===== src/rtl/pll_spi_regbank.sv =====
`default_nettype none
// ============================================================================
// Module   : pll_spi_regbank
// Purpose  : SPI-slave (mode 0) register bank for the PLL control plane.
//            Provides NCH DCO channels with test/divider/control/status
//            registers, burst access with address auto-increment, sticky
//            per-channel status capture and a maskable interrupt.
// Ports    : clk, rst_n          - system clock, async active-low reset
//            ss, sck, mosi       - SPI slave inputs (asynchronous to clk)
//            miso, miso_oe       - SPI data out and its output enable
//            dco_tst_reg[8*NCH]  - per-channel test registers
//            div_reg[8*NCH]      - per-channel divider values
//            div_en[2*NCH]       - per-channel {en2,en1}
//            dco_upd[NCH]        - per-channel update strobes
//            dco_sts[8*NCH]      - per-channel live status
//            irq                 - registered interrupt
// Revision : 1.0 - initial release
// ============================================================================
module pll_spi_regbank #(
    parameter int          NCH     = 4,
    parameter logic [7:0]  ID_VAL  = 8'hA5,
    parameter logic [7:0]  TST_RST = 8'h00,
    parameter logic [7:0]  DIV_RST = 8'h01
) (
    input  logic               clk,
    input  logic               rst_n,
    input  logic               ss,
    input  logic               sck,
    input  logic               mosi,
    output logic               miso,
    output logic               miso_oe,
    output logic [8*NCH-1:0]   dco_tst_reg,
    output logic [8*NCH-1:0]   div_reg,
    output logic [2*NCH-1:0]   div_en,
    input  logic [NCH-1:0]     dco_upd,
    input  logic [8*NCH-1:0]   dco_sts,
    output logic               irq
);

    localparam logic [1:0] c_st_idle = 2'd0;
    localparam logic [1:0] c_st_cmd  = 2'd1;
    localparam logic [1:0] c_st_data = 2'd2;

    // ------------------------------------------------------------------
    // Input synchronisers and sck edge detection
    // ------------------------------------------------------------------
    logic [1:0] r_ss_s;
    logic [1:0] r_sck_s;
    logic [1:0] r_mosi_s;
    logic       r_sck_d;

    always_ff @(posedge clk or negedge rst_n) begin
        if (!rst_n) begin
            r_ss_s   <= 2'b11;   // idle level of ss, so reset exit is not a frame start
            r_sck_s  <= 2'b00;
            r_mosi_s <= 2'b00;
            r_sck_d  <= 1'b0;
        end else begin
            r_ss_s   <= {r_ss_s[0], ss};
            r_sck_s  <= {r_sck_s[0], sck};
            r_mosi_s <= {r_mosi_s[0], mosi};
            r_sck_d  <= r_sck_s[1];
        end
    end

    logic w_ss;
    logic w_sck_rise;
    logic w_sck_fall;
    assign w_ss       = r_ss_s[1];
    assign w_sck_rise =  r_sck_s[1] & ~r_sck_d;
    assign w_sck_fall = ~r_sck_s[1] &  r_sck_d;

    // ------------------------------------------------------------------
    // Register storage
    // ------------------------------------------------------------------
    logic [8*NCH-1:0] r_tst;
    logic [8*NCH-1:0] r_div;
    logic [2*NCH-1:0] r_en;
    logic [8*NCH-1:0] r_sts;
    logic [NCH-1:0]   r_irq_sts;
    logic [NCH-1:0]   r_irq_msk;
    logic [NCH-1:0]   r_upd_d;
    logic             r_irq;

    logic             r_wr_stb;
    logic [6:0]       r_wr_addr;
    logic [7:0]       r_wr_data;

    // Read mux: returns the current value of the register at address a.
    function automatic logic [7:0] rd_mux(input logic [6:0] a);
        logic [7:0] d;
        d = 8'h00;
        case (a)
            7'h00:   d = ID_VAL;
            7'h01:   d = 8'(r_irq_sts);
            7'h02:   d = 8'(r_irq_msk);
            default: d = 8'h00;
        endcase
        for (int c = 0; c < NCH; c++) begin
            // Channel c occupies the 4-byte slot starting at 0x10 + 4c.
            if (a[6:2] == 5'(4 + c)) begin
                case (a[1:0])
                    2'd0:    d = r_tst[8*c +: 8];
                    2'd1:    d = r_div[8*c +: 8];
                    2'd2:    d = {6'b0, r_en[2*c +: 2]};
                    default: d = r_sts[8*c +: 8];
                endcase
            end
        end
        return d;
    endfunction

    // ------------------------------------------------------------------
    // SPI frame state machine
    // ------------------------------------------------------------------
    logic [1:0] r_state;
    logic [2:0] r_cnt;        // sck rises seen in the current byte
    logic [6:0] r_sin;        // last 7 bits shifted in
    logic [7:0] r_sout;
    logic       r_rw;
    logic [6:0] r_addr;

    logic [7:0] w_byte;
    logic [6:0] w_addr_nxt;
    assign w_byte     = {r_sin, r_mosi_s[1]};
    assign w_addr_nxt = 7'(r_addr + 7'd1);

    always_ff @(posedge clk or negedge rst_n) begin
        if (!rst_n) begin
            r_state   <= c_st_idle;
            r_cnt     <= 3'd0;
            r_sin     <= 7'd0;
            r_sout    <= 8'd0;
            r_rw      <= 1'b0;
            r_addr    <= 7'd0;
            r_wr_stb  <= 1'b0;
            r_wr_addr <= 7'd0;
            r_wr_data <= 8'd0;
        end else begin
            r_wr_stb <= 1'b0;
            if (w_ss) begin
                // Frame ended: any partial byte is dropped without a write.
                r_state <= c_st_idle;
                r_cnt   <= 3'd0;
            end else begin
                case (r_state)
                    c_st_idle: begin
                        r_state <= c_st_cmd;
                        r_cnt   <= 3'd0;
                    end
                    c_st_cmd: begin
                        if (w_sck_rise) begin
                            r_sin <= w_byte[6:0];
                            r_cnt <= 3'(r_cnt + 3'd1);
                            if (r_cnt == 3'd7) begin
                                r_rw    <= w_byte[7];
                                r_addr  <= w_byte[6:0];
                                r_state <= c_st_data;
                                if (w_byte[7]) begin
                                    r_sout <= rd_mux(w_byte[6:0]);
                                end
                            end
                        end
                    end
                    c_st_data: begin
                        if (w_sck_rise) begin
                            r_sin <= w_byte[6:0];
                            r_cnt <= 3'(r_cnt + 3'd1);
                            if (r_cnt == 3'd7) begin
                                r_addr <= w_addr_nxt;
                                if (r_rw) begin
                                    r_sout <= rd_mux(w_addr_nxt);
                                end else begin
                                    r_wr_stb  <= 1'b1;
                                    r_wr_addr <= r_addr;
                                    r_wr_data <= w_byte;
                                end
                            end
                        end
                        // The fall that follows a byte's last rise must not
                        // shift, otherwise the freshly loaded MSB is lost.
                        if (w_sck_fall && r_rw && (r_cnt != 3'd0)) begin
                            r_sout <= {r_sout[6:0], 1'b0};
                        end
                    end
                    default: begin
                        r_state <= c_st_idle;
                    end
                endcase
            end
        end
    end

    // ------------------------------------------------------------------
    // Register writes, status capture and interrupt
    // ------------------------------------------------------------------
    logic [NCH-1:0] w_upd_rise;
    logic [NCH-1:0] w_irq_clr;
    assign w_upd_rise = dco_upd & ~r_upd_d;
    assign w_irq_clr  = (r_wr_stb && (r_wr_addr == 7'h01)) ? r_wr_data[NCH-1:0] : '0;

    always_ff @(posedge clk or negedge rst_n) begin
        if (!rst_n) begin
            r_tst     <= {NCH{TST_RST}};
            r_div     <= {NCH{DIV_RST}};
            r_en      <= '0;
            r_sts     <= '0;
            r_irq_sts <= '0;
            r_irq_msk <= '0;
            r_upd_d   <= '0;
            r_irq     <= 1'b0;
        end else begin
            r_upd_d <= dco_upd;
            // A capture in the same cycle as the clear keeps the flag set.
            r_irq_sts <= (r_irq_sts & ~w_irq_clr) | w_upd_rise;
            r_irq     <= |(r_irq_sts & r_irq_msk);
            if (r_wr_stb && (r_wr_addr == 7'h02)) begin
                r_irq_msk <= r_wr_data[NCH-1:0];
            end
            for (int c = 0; c < NCH; c++) begin
                if (r_wr_stb && (r_wr_addr == 7'(16 + 4*c))) begin
                    r_tst[8*c +: 8] <= r_wr_data;
                end
                if (r_wr_stb && (r_wr_addr == 7'(17 + 4*c))) begin
                    r_div[8*c +: 8] <= r_wr_data;
                end
                if (r_wr_stb && (r_wr_addr == 7'(18 + 4*c))) begin
                    r_en[2*c +: 2] <= r_wr_data[1:0];
                end
                if (w_upd_rise[c]) begin
                    r_sts[8*c +: 8] <= dco_sts[8*c +: 8];
                end
            end
        end
    end

    assign dco_tst_reg = r_tst;
    assign div_reg     = r_div;
    assign div_en      = r_en;
    assign irq         = r_irq;
    assign miso        = (r_state == c_st_data) && r_rw && r_sout[7];
    assign miso_oe     = (r_state != c_st_idle);

endmodule
`default_nettype wire


===== config.mk =====
export PLATFORM = sky130hd
export DESIGN_NAME = pll_spi_regbank
export DESIGN_NICKNAME = d
export VERILOG_FILES = /design/src/rtl/pll_spi_regbank.sv
export SDC_FILE = /design/constraint.sdc
export NUM_CORES = 1
export LEC_CHECK = 0
export ABC_AREA = 1
export ABC_CLOCK_PERIOD_IN_PS = 1900
export CAP_MARGIN = 20
export CORE_ASPECT_RATIO = 0.5
export CORE_MARGIN = 3
export CORE_UTILIZATION = 30
export CTS_BUF_LIST = sky130_fd_sc_hd__clkbuf_16
export DETAILED_ROUTE_END_ITERATION = 10
export PLACE_DENSITY = 0.56
export SYNTH_ARGS = -nofsm -noshare
export SYNTH_HDL_FRONTEND = slang
export SYNTH_SLANG_ARGS = --single-unit

===== constraint.sdc =====
create_clock -name clk -period 1.9 [get_ports clk]
set_clock_uncertainty 0.05 [all_clocks]
set_input_delay 0.38 -clock clk [delete_from_list [all_inputs] [get_ports clk]]
set_output_delay 0.38 -clock clk [all_outputs]
set_load 0.005 [all_outputs]

run_1/layers.png
(2 px per µm) Only two layers are drawn.
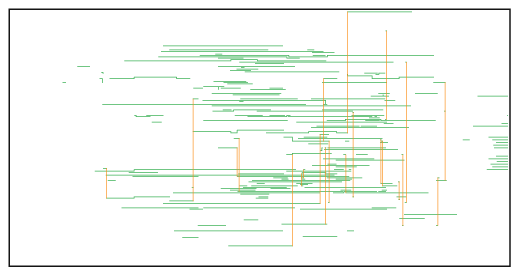
legend:
  orange:
    layer: M4
    wire_length: 694 µm
  green:
    layer: M3
    wire_length: 3810 µm

run_1/m1.png
(3 px per µm) Supply wires on this layer in grey.
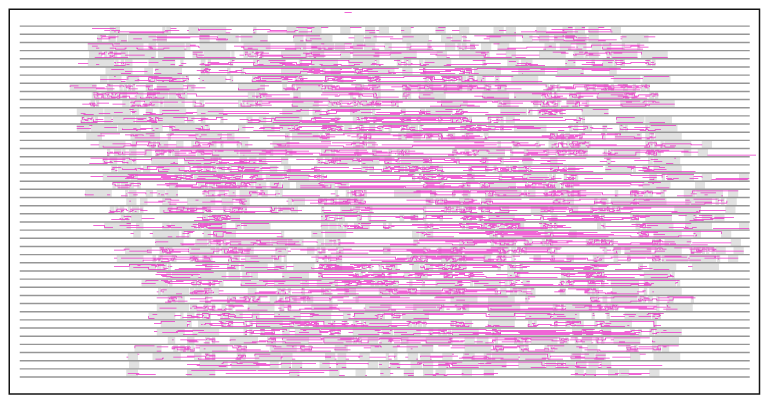
main direction: horizontal
share of all routed wire: 46%
longest straight run: 95.9 µm
wire length on this layer: 16900 µm

run_1/ff_map.png
(2 px per µm) Other sequential cells in the stronger grey, the rest of the logic in the fainter grey.
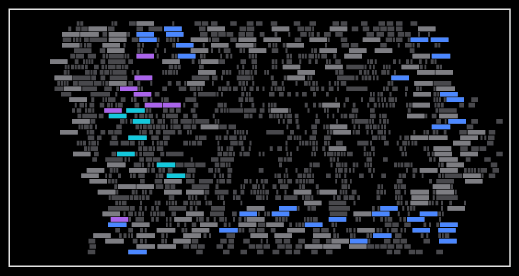
legend:
  purple:
    netlist_name: r_wr_data
    sequential_cells: 8
  cyan:
    netlist_name: r_addr
    sequential_cells: 7
    where: left middle
  blue:
    netlist_name: div_reg
    sequential_cells: 32
not coloured: 121

run_1/m4.png
(2 px per µm) Supply wires on this layer in grey.
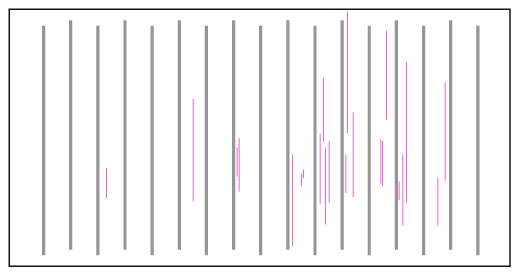
nets with wire on the layer: 17
longest straight run: 70.0 µm
wire length on this layer: 694 µm

==> flow_metrics.env, run 1 <==
# physical design summary
export IMPL_status="finished, violations left"
export IMPL_failed_checks="setup timing"
export IMPL_muxShareOfSynthArea_pct=2.73
export IMPL_power_group_top="combinational cells"
export IMPL_h_tree_depth=4
export IMPL_nets=1422
export IMPL_area_leaders="dfrtp_1 (46%), nand2_1 (14%), o21ai_0 (8.3%), inv_1 (4.4%), a21oi_1 (3.4%)"
export IMPL_finalPower_mw=13.6
export IMPL_slew_headroom_pct=56.0
export IMPL_tool_warnings=37
export IMPL_reg2reg_to="r_sout[1]$_DFFE_PN0P_"
export IMPL_buffers_excl_clock=268
export IMPL_p_leak_nw=5.41
export IMPL_r2r_cells=11
export IMPL_yosys_area_top_type="dfrtp_1"
export IMPL_worstSetupEndpointType="flop"
export IMPL_sh_comb_area_pct=34.8
export IMPL_grt_pass1_wl_um=55100
export IMPL_numSynthFlops=168
export IMPL_chipArea_um2=31900
export IMPL_grt_met2_usage_pct=33.2
export IMPL_synthCells=1130
export IMPL_area_delta_synth_final_pct=41.7
export IMPL_ys_cells=1130
export IMPL_slew_viol_final=0
export IMPL_clk_latency_ns=0.44
export IMPL_vias_per_cell=5.07
export IMPL_detailed_place_area_um2=11400
export IMPL_clk_power_mw=3.62
export IMPL_top_usage_layer="met2"
export IMPL_die_w_um=250
export IMPL_nFillCells=2770
export IMPL_p_comb_share_pct=42.1
export IMPL_port_buffers=115
export IMPL_path_max_fanout=17
export IMPL_boundaryPins=116
export IMPL_edf_count=0
export IMPL_regToRegStartpoint="r_sin[0]$_DFFE_PN0P_"
export IMPL_dp_cells=1702
export IMPL_ys_sh_simple_pct=23.3
export IMPL_cts_root_buf="clkbuf_16"
export IMPL_setup_viol=8
export IMPL_p_switching_mw=5.17
export IMPL_min_path_cells=1
export IMPL_layout_cells_non_filler=1764
export IMPL_worst_slack_ns=-0.137
export IMPL_reg2reg_slack_ns=-0.14
export IMPL_fmax_mhz=491
export IMPL_powerDensity_nw_per_um2=1080
export IMPL_cp_depth=11
export IMPL_wl_per_cell_um=20.8
export IMPL_dominant_cell_class="logic gates"
export IMPL_hold_slack_ns=0.297
export IMPL_worst_slew_pin_slew_ns=0.659
export IMPL_grt_max_degree=56
export IMPL_logic_gates=796
export IMPL_final_area_um2=12600
export IMPL_period_minus_slack_ns=2.04
export IMPL_pg_comb_mw=5.72
export IMPL_post_cts_setup_buffers=11
export IMPL_ir_drop_uv=649
export IMPL_cts_tree="done"
export IMPL_worstHoldStart="ss"
export IMPL_nFlopsAndLatches=168
export IMPL_synthesis_nets=1183
export IMPL_core_area_um2=28500
export IMPL_clk_path_buf_depth=2
export IMPL_netlist_area_leader_share_pct=45.6
export IMPL_seqPwrFrac_pct=31.2
export IMPL_adder_share_pct=1.69
export IMPL_seq_share_pct=33.6
export IMPL_antenna_left=0
export IMPL_critPathKind="reg2reg"
export IMPL_dp_worst_setup_slack_ns=-0.230
export IMPL_clk_share_pct=4.76
export IMPL_hp_class="in2reg"
export IMPL_synthXorXnorAreaFrac_pct=0
export IMPL_ff_latch_area_um2=4230
export IMPL_ctsHoldBuffers=1
export IMPL_required_ns=2.18
export IMPL_place_hpwl_um=28000
-- run 1: cells in the mapped netlist (all sizes together) (3+ instances only) --
master / count
o21ai: 160
o2111ai: 8
dfstp: 6
ha: 12
o21bai: 4
a21oi: 63
buf: 13
o211ai: 11
nand3: 42
o221ai: 9
dfrtp: 162
nand2: 339
inv: 117
mux2: 18
mux2i: 4
nor2: 69
a31oi: 3
nor3: 10
a221oi: 4
nand4: 15
clkbuf: 35
nor4: 6
o22ai: 10
-- run 1: worst register-to-register path: cells and delay by family (launching register included) --
family          cells  cell delay [ns]
simple gates        5             0.55
flops               1             0.47
buf+inv             3             0.38
compound gates      3             0.48
-- run 1: cell families (layout without fill, tap and decap cells) --
group           after synthesis  count (layout)
simple gates                484             484
compound gates              278             278
flops                       168             168
buf+inv                     166             418
mux                          22              22
fa+ha+maj                    12              12
==> inputs of run 2 (changes only) <==
--- a/config.mk
+++ b/config.mk
@@ -9,11 +9,11 @@
 export ABC_CLOCK_PERIOD_IN_PS = 1900
 export CAP_MARGIN = 20
 export CORE_ASPECT_RATIO = 0.5
-export CORE_MARGIN = 3
 export CORE_UTILIZATION = 30
 export CTS_BUF_LIST = sky130_fd_sc_hd__clkbuf_16
 export DETAILED_ROUTE_END_ITERATION = 10
 export PLACE_DENSITY = 0.56
+export RECOVER_POWER = 100
 export SYNTH_ARGS = -nofsm -noshare
 export SYNTH_HDL_FRONTEND = slang
 export SYNTH_SLANG_ARGS = --single-unit
==> flow_metrics.env, run 2 <==
# physical design summary
export IMPL_logic_gates=796
export IMPL_top_usage_layer="met1"
export IMPL_nets=1443
export IMPL_seq_share_pct=32.9
export IMPL_antenna_left=0
export IMPL_powerDensity_nw_per_um2=1110
export IMPL_grt_pass1_vias=8681
export IMPL_core_area_um2=29100
export IMPL_cts_buffers_inserted=17
export IMPL_dp_worst_setup_slack_ns=-0.186
export IMPL_grt_pass1_wl_um=53600
export IMPL_worstSetupEndpointType="flop"
export IMPL_top_cells_by_count="nand2_1 (329), dfrtp_1 (162), o21ai_0 (148)"
export IMPL_p_comb_share_pct=44.5
export IMPL_drt_initial_drc_count=930
export IMPL_p_leak_nw=5.54
export IMPL_post_cts_setup_buffers=27
export IMPL_synthCells=1130
export IMPL_place_hpwl_um=26500
export IMPL_clk_power_mw=3.67
export IMPL_p_switching_mw=5.35
export IMPL_area_delta_synth_final_pct=44.4
export IMPL_yosys_area_top_type="dfrtp_1"
export IMPL_cts_root_buf="clkbuf_16"
export IMPL_synthesis_nets=1183
export IMPL_regToRegStartpoint="r_state[0]$_DFFE_PN0P_"
export IMPL_ff_latch_area_um2=4220
export IMPL_critPathKind="reg2reg"
export IMPL_nFlopsAndLatches=168
export IMPL_power_group_top="combinational cells"
export IMPL_clk_path_buf_depth=2
export IMPL_sh_comb_area_pct=34.0
export IMPL_ir_drop_uv=652
export IMPL_startpoint="r_state[0]$_DFFE_PN0P_"
export IMPL_synth_most_common_cell="nand2_1"
export IMPL_tool_warnings=37
export IMPL_clk_latency_ns=0.45
export IMPL_reg2reg_slack_ns=-0.14
export IMPL_chipArea_um2=30400
export IMPL_finalHoldViolCount=0
export IMPL_grt_met2_usage_pct=35.2
export IMPL_worst_slew_pin_slew_ns=1.13
export IMPL_detailed_place_area_um2=11600
export IMPL_period_minus_slack_ns=2.04
export IMPL_die_w_um=246
export IMPL_cp_depth=11
export IMPL_pg_comb_mw=6.33
export IMPL_slew_viol_final=0
export IMPL_status="finished, violations left"
export IMPL_h_tree_depth=4
export IMPL_layout_cells_non_filler=1795
export IMPL_area_leaders="dfrtp_1 (46%), nand2_1 (14%), o21ai_0 (8.3%), inv_1 (4.4%), a21oi_1 (3.4%)"
export IMPL_grt_max_degree=65
export IMPL_grt_use_met3_pct=5.73
export IMPL_ctsHoldBuffers=1
export IMPL_worst_slack_ns=-0.139
export IMPL_finalPower_mw=14.2
export IMPL_worstHoldStart="r_mosi_s[0]$_DFF_PN0_"
export IMPL_edf_count=0
export IMPL_setup_viol=15
export IMPL_seqPwrFrac_pct=29.7
export IMPL_hold_slack_ns=0.297
export IMPL_clk_share_pct=4.76
export IMPL_dominant_cell_class="logic gates"
export IMPL_power_internal_mw=8.88
export IMPL_grt_use_met1_pct=35.3
export IMPL_required_ns=2.19
export IMPL_ys_cells=1130
export IMPL_dp_cells=1727
export IMPL_netlist_area_leader_share_pct=45.6
export IMPL_via_count=9192
export IMPL_r2r_cells=11
export IMPL_reg2reg_to="r_sout[1]$_DFFE_PN0P_"
export IMPL_wl_met1_um=17000
export IMPL_boundaryPins=116
export IMPL_fmax_mhz=490
export IMPL_path_max_fanout=5
export IMPL_vias_per_cell=5.12
export IMPL_nFillCells=2904
export IMPL_buffers_excl_clock=289
export IMPL_port_buffers=115
export IMPL_numSynthFlops=168
export IMPL_failed_checks="setup timing"
export IMPL_taps=391
export IMPL_slew_headroom_pct=24.7
export IMPL_final_area_um2=12800
export IMPL_rows=44
export IMPL_cts_tree="done"
export IMPL_hp_class="reg2reg"
run 2: cell counts after synthesis:
No cell type changed its count.
run 2: kinds of logic after synthesis:
family	synth area share, %
fa+ha+maj	1.69
simple gates	23.3
flops	47.3
mux	2.73
buf+inv	7.20
compound gates	17.7
run 2: worst min-delay path by stage:
stage | to | slack, ns | depth (start not counted)
2_1_floorplan | dco_tst_reg[0]$_DFFE_PN0P_ | 0.03 | 0
3_3_place_gp | r_sts[23]$_DFFE_PN0P_ | 0.19 | 1
6_report | r_mosi_s[1]$_DFF_PN0_ | 0.30 | 0
5_1_grt | r_mosi_s[1]$_DFF_PN0_ | 0.31 | 0
3_5_place_dp | r_upd_d[2]$_DFF_PN0_ | 0.19 | 1
4_1_cts | r_sts[23]$_DFFE_PN0P_ | 0.27 | 2
run_2/congestion_map.png
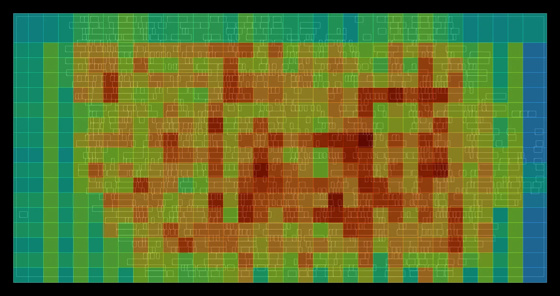
average wire per standard cell: 20.0 µm
GRT Overall Usage: 24.1%

